===== src/rtl/merger_pkg.sv =====
`default_nettype none
// ============================================================================
// Module   : merger_pkg
// Purpose  : Shared width defaults and lane slicing helper for the merge stage.
// Revision : 1.0 - initial release
// ============================================================================
package merger_pkg;

  localparam int DEFAULT_RADIX      = 4;
  localparam int DEFAULT_COORD_BITS = 32;
  localparam int DEFAULT_VALUE_BITS = 32;
  localparam int DEFAULT_DUP_BITS   = 16;

  // Base bit position of lane 'lane' inside a flat lane-packed bus.
  function automatic int lane_lsb(input int lane, input int width);
    return lane * width;
  endfunction

endpackage
`default_nettype wire


===== src/rtl/merger_min_select.sv =====
`default_nettype none
// ============================================================================
// Module   : merger_min_select
// Purpose  : Combinational minimum finder over the active lane heads. A
//            log2(R)-deep comparator tree yields the minimum coordinate and the
//            lowest lane index holding it; the equal-mask and the modular sum of
//            the matching values are derived from that minimum.
// Revision : 1.0 - initial release
// ============================================================================
module merger_min_select
  import merger_pkg::*;
#(
  parameter  int R        = DEFAULT_RADIX,
  parameter  int C        = DEFAULT_COORD_BITS,
  parameter  int V        = DEFAULT_VALUE_BITS,
  localparam int IDX_BITS = $clog2(R)
) (
  input  logic [R-1:0]        active,
  input  logic [R*C-1:0]      coords,
  input  logic [R*V-1:0]      values,
  output logic                min_valid,
  output logic [C-1:0]        min_coord,
  output logic [IDX_BITS-1:0] min_index,
  output logic [R-1:0]        equal_mask,
  output logic [V-1:0]        equal_sum
);

  localparam int LEVELS = $clog2(R);
  localparam int P      = 1 << LEVELS;

  // Level 0 holds the (padded) leaves; each higher level halves the node count.
  // Ties go to the left child so the lowest lane index wins.
  for (genvar l = 0; l <= LEVELS; l++) begin : g_level
    localparam int N = P >> l;
    logic [N-1:0]               vld;
    logic [N-1:0][C-1:0]        crd;
    logic [N-1:0][IDX_BITS-1:0] idx;

    if (l == 0) begin : g_leaf
      for (genvar i = 0; i < N; i++) begin : g_node
        if (i < R) begin : g_real
          assign vld[i] = active[i];
          assign crd[i] = coords[lane_lsb(i, C) +: C];
          assign idx[i] = IDX_BITS'(i);
        end else begin : g_pad
          assign vld[i] = 1'b0;
          assign crd[i] = '0;
          assign idx[i] = '0;
        end
      end
    end else begin : g_inner
      for (genvar i = 0; i < N; i++) begin : g_node
        logic pick_left;
        assign pick_left = g_level[l-1].vld[2*i] &&
                           (!g_level[l-1].vld[2*i+1] ||
                            (g_level[l-1].crd[2*i] <= g_level[l-1].crd[2*i+1]));
        assign vld[i] = g_level[l-1].vld[2*i] | g_level[l-1].vld[2*i+1];
        assign crd[i] = pick_left ? g_level[l-1].crd[2*i] : g_level[l-1].crd[2*i+1];
        assign idx[i] = pick_left ? g_level[l-1].idx[2*i] : g_level[l-1].idx[2*i+1];
      end
    end
  end

  assign min_valid = g_level[LEVELS].vld[0];
  assign min_coord = g_level[LEVELS].crd[0];
  assign min_index = g_level[LEVELS].idx[0];

  // Mark every active lane sitting on the minimum and sum their values mod 2^V.
  always_comb begin
    equal_mask = '0;
    equal_sum  = '0;
    for (int i = 0; i < R; i++) begin
      if (active[i] && (coords[lane_lsb(i, C) +: C] == min_coord)) begin
        equal_mask[i] = 1'b1;
        equal_sum     = equal_sum + values[lane_lsb(i, V) +: V];
      end
    end
  end

endmodule
`default_nettype wire


===== src/rtl/radix_stream_merger.sv =====
`default_nettype none
// ============================================================================
// Module   : radix_stream_merger
// Purpose  : Radix-R merger of coordinate-sorted fibers into one ascending
//            fiber, with optional summing of equal coordinates. One head
//            register per lane, registered valid/ready output stage.
// Revision : 1.0 - initial release
// ============================================================================
module radix_stream_merger
  import merger_pkg::*;
#(
  parameter  int MERGER_RADIX      = DEFAULT_RADIX,
  parameter  int MERGER_COORD_BITS = DEFAULT_COORD_BITS,
  parameter  int MERGER_VALUE_BITS = DEFAULT_VALUE_BITS,
  parameter  int COMBINE_EQUAL     = 1,
  parameter  int DUP_COUNT_BITS    = DEFAULT_DUP_BITS,
  localparam int R                 = MERGER_RADIX,
  localparam int C                 = MERGER_COORD_BITS,
  localparam int V                 = MERGER_VALUE_BITS,
  localparam int IDX_BITS          = $clog2(MERGER_RADIX)
) (
  input  logic                      clock,
  input  logic                      reset,
  input  logic [R-1:0]              in_valid,
  output logic [R-1:0]              in_ready,
  input  logic [R*C-1:0]            in_coord,
  input  logic [R*V-1:0]            in_value,
  input  logic [R-1:0]              in_last,
  output logic                      out_valid,
  input  logic                      out_ready,
  output logic [C-1:0]              out_coord,
  output logic [V-1:0]              out_value,
  output logic                      out_last,
  output logic [DUP_COUNT_BITS-1:0] dup_count
);

  logic [R-1:0]        head_valid;
  logic [R*C-1:0]      head_coord;
  logic [R*V-1:0]      head_value;
  logic [R-1:0]        head_last;
  logic [R-1:0]        done;

  logic [R-1:0]        active;
  logic                min_valid;
  logic [C-1:0]        min_coord;
  logic [IDX_BITS-1:0] min_index;
  logic [R-1:0]        equal_mask;
  logic [V-1:0]        equal_sum;

  logic                fire;
  logic                final_fire;
  logic [R-1:0]        lowest_onehot;
  logic [R-1:0]        consume;
  logic [V-1:0]        fire_value;
  logic                multi_hit;

  assign active = head_valid & ~done;

  merger_min_select #(
    .R (R),
    .C (C),
    .V (V)
  ) u_min_select (
    .active     (active),
    .coords     (head_coord),
    .values     (head_value),
    .min_valid  (min_valid),
    .min_coord  (min_coord),
    .min_index  (min_index),
    .equal_mask (equal_mask),
    .equal_sum  (equal_sum)
  );

  // A decision needs a head on every unfinished lane and a free output slot.
  assign fire          = (&(done | head_valid)) && min_valid && (!out_valid || out_ready);
  assign lowest_onehot = {{(R-1){1'b0}}, 1'b1} << min_index;
  assign final_fire    = fire && (&(done | (consume & head_last)));
  assign multi_hit     = |(equal_mask & (equal_mask - 1'b1));
  assign in_ready      = ~done & (~head_valid | consume);

  // Choose which lanes drain on this fire and the value that goes out.
  always_comb begin
    consume    = '0;
    fire_value = head_value[min_index*V +: V];
    if (COMBINE_EQUAL != 0) begin
      fire_value = equal_sum;
      if (fire) consume = equal_mask;
    end else begin
      if (fire) consume = lowest_onehot;
    end
  end

  // Per-lane head registers and fiber-done flags; done clears as a set on the final fire.
  always_ff @(posedge clock) begin
    if (reset) begin
      head_valid <= '0;
      head_coord <= '0;
      head_value <= '0;
      head_last  <= '0;
      done       <= '0;
    end else begin
      for (int i = 0; i < R; i++) begin
        if (in_valid[i] && in_ready[i]) begin
          head_valid[i]                   <= 1'b1;
          head_coord[lane_lsb(i, C) +: C] <= in_coord[lane_lsb(i, C) +: C];
          head_value[lane_lsb(i, V) +: V] <= in_value[lane_lsb(i, V) +: V];
          head_last[i]                    <= in_last[i];
        end else if (consume[i]) begin
          head_valid[i] <= 1'b0;
        end
      end
      done <= final_fire ? '0 : (done | (consume & head_last));
    end
  end

  // Registered output stage: load on fire, drop valid once taken, hold while stalled.
  always_ff @(posedge clock) begin
    if (reset) begin
      out_valid <= 1'b0;
      out_coord <= '0;
      out_value <= '0;
      out_last  <= 1'b0;
    end else if (fire) begin
      out_valid <= 1'b1;
      out_coord <= min_coord;
      out_value <= fire_value;
      out_last  <= final_fire;
    end else if (out_ready) begin
      out_valid <= 1'b0;
    end
  end

  // Saturating count of fires that merged more than one lane.
  always_ff @(posedge clock) begin
    if (reset) begin
      dup_count <= '0;
    end else if (fire && (COMBINE_EQUAL != 0) && multi_hit && (dup_count != '1)) begin
      dup_count <= dup_count + 1'b1;
    end
  end

endmodule
`default_nettype wire


===== config.mk =====
export PLATFORM = sky130hd
export DESIGN_NAME = radix_stream_merger
export DESIGN_NICKNAME = d
export VERILOG_FILES = /design/src/rtl/merger_pkg.sv /design/src/rtl/merger_min_select.sv /design/src/rtl/radix_stream_merger.sv
export SDC_FILE = /design/constraint.sdc
export NUM_CORES = 1
export LEC_CHECK = 0
export ABC_AREA = 0
export ABC_CLOCK_PERIOD_IN_PS = 32100
export CORE_MARGIN = 3
export CORE_UTILIZATION = 45
export CTS_BUF_LIST = sky130_fd_sc_hd__clkbuf_2 sky130_fd_sc_hd__clkbuf_4 sky130_fd_sc_hd__clkbuf_8
export CTS_CLUSTER_SIZE = 20
export DETAILED_ROUTE_END_ITERATION = 10
export PLACE_DENSITY_LB_ADDON = 0.25
export SLEW_MARGIN = 25
export SYNTH_ARGS = -nofsm -noshare
export SYNTH_HDL_FRONTEND = slang
export SYNTH_HIERARCHICAL = 1
export SYNTH_SLANG_ARGS = --single-unit

===== constraint.sdc =====
create_clock -name clock -period 32.1 [get_ports clock]
set_clock_uncertainty 0.1 [all_clocks]
set_input_delay 4.815 -clock clock [delete_from_list [all_inputs] [get_ports clock]]
set_output_delay 4.815 -clock clock [all_outputs]
set_load 0.005 [all_outputs]

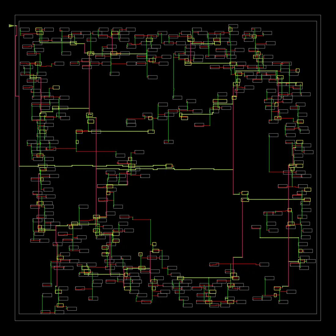
Run 1: clock nets
total CTS buffers: 59
CTS Sinks: 350

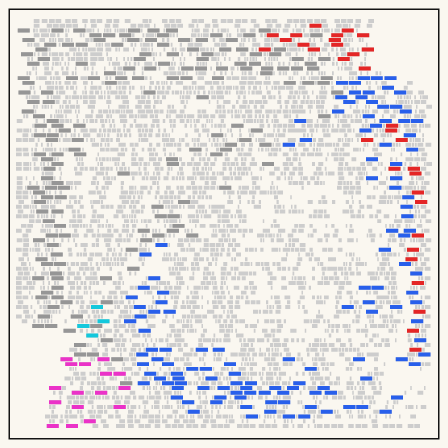
Run 1: where the registers sit
Other sequential cells in the stronger gray, the rest of the logic in the fainter gray.
- red: out_coord (placed flops 32)
- magenta: dup_count (placed flops 16; where lower left)
- blue: head_coord (placed flops 128)
- cyan: done (placed flops 4; where lower left)
- not colored: 170
Seq/total area: 22.7%
Storage cell area: 0.00701 mm^2
fin util: 55.4%
Seq group: 0.000484 W

==> metrics.csv, run 1 <==
stage,metric,value,unit
finish,clk_share,4.01,%
finish,lay_top_cells,"nand2_1, a21oi_1, clkdlybuf4s50_1",
status,status,"complete, no violations",
placed_design,dpl_cell_area,0.0296,mm^2
drt,postRouteAntennaNets,0,
worst_setup_path,r2r_start,head_coord[104]$_SDFFE_PP0P_,
drt,wl_met2,49.1,mm
worst_setup_path,path_common_cell,a21oi_1,
worst_setup_path,endpoint,out_value[31]$_SDFFE_PP0N_,
worst_setup_path,path_max_fanout,66,
worst_setup_path,rrSetupSlack,15740,ps
grt,top_usage_layer,met2,
finish,insertedDiodeCount,1,
finish,design.seq.count,350,
power,power,0.00125,W
worst_hold_path,min_to,out_coord[27]$_SDFFE_PP0N_,
finish,buffer_area_share,12.6,%
timing,whs,352,ps
placed_design,post-place-ws,16240,ps
grt,gr-total-overflow,0,
worst_setup_path,crit_required,32510,ps
worst_setup_path,critPathArrivalTime,16770,ps
die,taps,748,
power,p_comb,0.000335,W
timing,setup_violations,0,
clocking,htree_levels,2,
drt,vias_per_cell,6.09,
clocking,cts_root_buf,clkbuf_8,
worst_setup_path,regToRegEndpoint,out_value[31]$_SDFFE_PP0N_,
finish,layout-drive-gt1-share,6.80,%
logic_synthesis,syn_nets,3881,
power,p_switching,0.000435,W
power,switching_share,34.9,%
die,num_rows,86,
die,initCoreUtil,45.9,%
drt,drc,0,
power,leakage,12.5,nW
placed_design,port_buffers,352,
timing,rsz0062_at_grt,no,
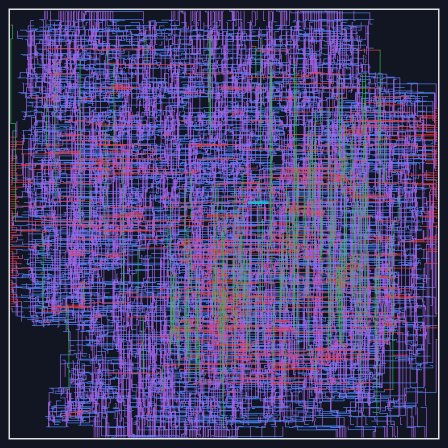
Run 1: signal wires by layer
- red: met3 (wire length 8,580 um)
- blue: met1 (wire length 44.6 mm)
- purple: met2 (wire length 49.1 mm)
- cyan: met5 (wire length 10.1 um)
- green: met4 (wire length 6,120 um)
vias: 27,281
Tot GR Track Use: 34.8%
Avg WL per Cell: 24.2 um

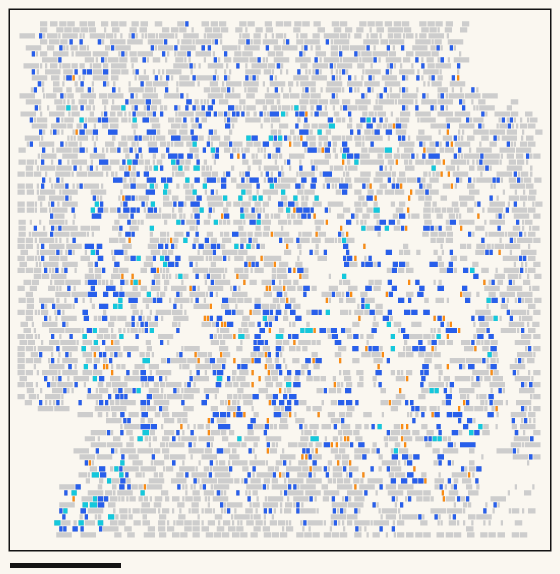
Run 1: selected gate families
Bar = 50 um.
- orange: inverters (cells 152)
- blue: inverting AOI/OAI gates (cells 854; where all over the die)
- cyan: AND and OR gates (cells 120)
non-filler instance count after layout: 4,483
most numerous logic cell after layout: nand2_1

Run 1, pin map:
Pins as bars across the die edge, other pins in gray.
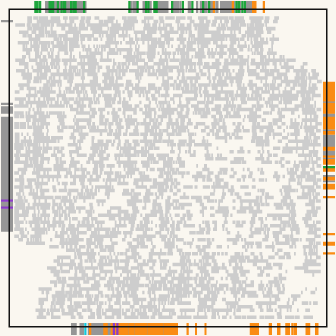

==> run 1 -> run 2 <==
--- a/config.mk
+++ b/config.mk
@@ -6,7 +6,7 @@
 export NUM_CORES = 1
 export LEC_CHECK = 0
 export ABC_AREA = 0
-export ABC_CLOCK_PERIOD_IN_PS = 32100
+export ABC_CLOCK_PERIOD_IN_PS = 17000
 export CORE_MARGIN = 3
 export CORE_UTILIZATION = 45
 export CTS_BUF_LIST = sky130_fd_sc_hd__clkbuf_2 sky130_fd_sc_hd__clkbuf_4 sky130_fd_sc_hd__clkbuf_8
==> constraint.sdc (replaced) <==
create_clock -name clock -period 17 [get_ports clock]
set_clock_uncertainty 0.1 [all_clocks]
set_input_delay 2.55 -clock clock [delete_from_list [all_inputs] [get_ports clock]]
set_output_delay 2.55 -clock clock [all_outputs]
set_load 0.005 [all_outputs]
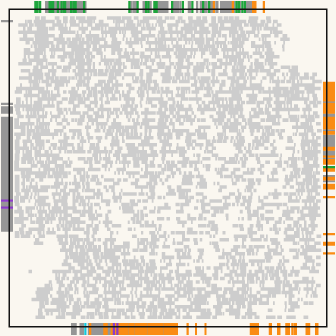
Run 2: pin map
Pins as bars across the die edge, other pins in gray.
- orange: in_coord (pins 128; direction input; edge 78 bottom, 44 right, 6 top)
- purple: in_ready (pins 4; direction output; edge 2 bottom, 2 left)
- cyan: reset (pins 1; direction input; edge bottom)
- green: out_value (pins 32; direction output; edge 31 top, 1 right)
- all pins by edge: 114 top, 106 bottom, 71 left, 62 right

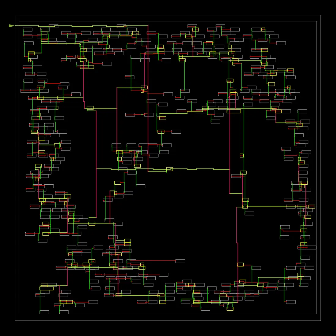
Run 2: clock nets
Insertion Delay late pin: 690 ps
Flops: 350
total clock network power: 0.000885 W

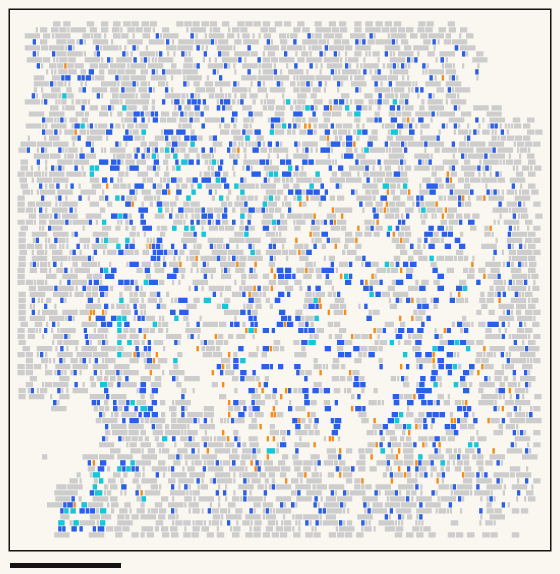
Run 2: selected gate families
Bar = 50 um.
- orange: inverters (cells 152)
- cyan: AND and OR gates (cells 120)
- blue: inverting AOI/OAI gates (cells 854; where all over the die)
Comb area share: 55.2%
non-filler instance count after layout: 4,511

==> run 2 against run 1 <==
Compared with the run above:
- global-route usage rose by 0.42 points
- via count rose by 0.38%
- setup slack got worse by 14000 ps
- total power rose by 96%
- synthesized cell count did not move
- non-clock buffer count rose by 17
- utilization rose by 0.53 points
- hold slack improved by 1.2 ps
- critical path type unchanged
- critical endpoint unchanged
- largest cell class unchanged
- largest power group unchanged
- highest routed layer is now met4
==> metrics.csv, run 2 <==
stage,metric,value,unit
drt,via_count,27386,
clocking,cts.sinks,350,
power,power,0.00244,W
drt,routed.top_layer,met4,
clocking,cts_resized,0,
finish,insertedDiodeCount,2,
grt,top_usage_layer,met2,
worst_setup_path,critPathArrivalTime,16070,ps
drt,postRouteAntennaNets,0,
die,num_rows,86,
worst_setup_path,r2r_start,head_coord[125]$_SDFFE_PP0P_,
drt,routedWlPerCell,24.3,um
worst_setup_path,path_max_fanout,26,
worst_setup_path,regToRegEndpoint,out_value[31]$_SDFFE_PP0N_,
die,taps,748,
grt,grt_pass1_vias,25727,
status,status,"complete, no violations",
worst_setup_path,reg2reg_depth,61,
worst_hold_path,min_to,out_coord[23]$_SDFFE_PP0N_,
finish,lay_top_cells,"nand2_1, a21oi_1, clkdlybuf4s50_1",
timing,setup_violations,0,
finish,clk_share,4.51,%
finish,layout-drive-gt1-share,7.42,%
grt,grt_util_all_layers,35.2,%
clocking,hold_buffers,0,
placed_design,post-place-ws,1570,ps
timing,rsz0062_at_grt,no,
finish,final_util,56.0,%
grt,gr-total-overflow,0,
power,p_switching,0.000836,W
placed_design,dpl_cell_area,0.0297,mm^2
placed_design,port_buffers,352,
logic_synthesis,syn_nets,3881,
power,seq-power,0.000912,W
timing,whs,353,ps
die,initCoreUtil,45.9,%
drt,vias_per_cell,6.07,
worst_setup_path,endpoint,out_value[31]$_SDFFE_PP0N_,
power,switching_share,34.3,%
power,p_comb,0.000643,W
worst_setup_path,rrSetupSlack,1340,ps
drt,drc,0,
finish,mostFrequentLayoutCell,nand2_1,
power,leakage,12.6,nW
timing,max_freq,0.0638,GHz
worst_setup_path,crit_required,17410,ps
worst_setup_path,path_common_cell,a21oi_1,
clocking,numCtsBuffers,60,
Power is estimated from default activity; no workload was simulated.
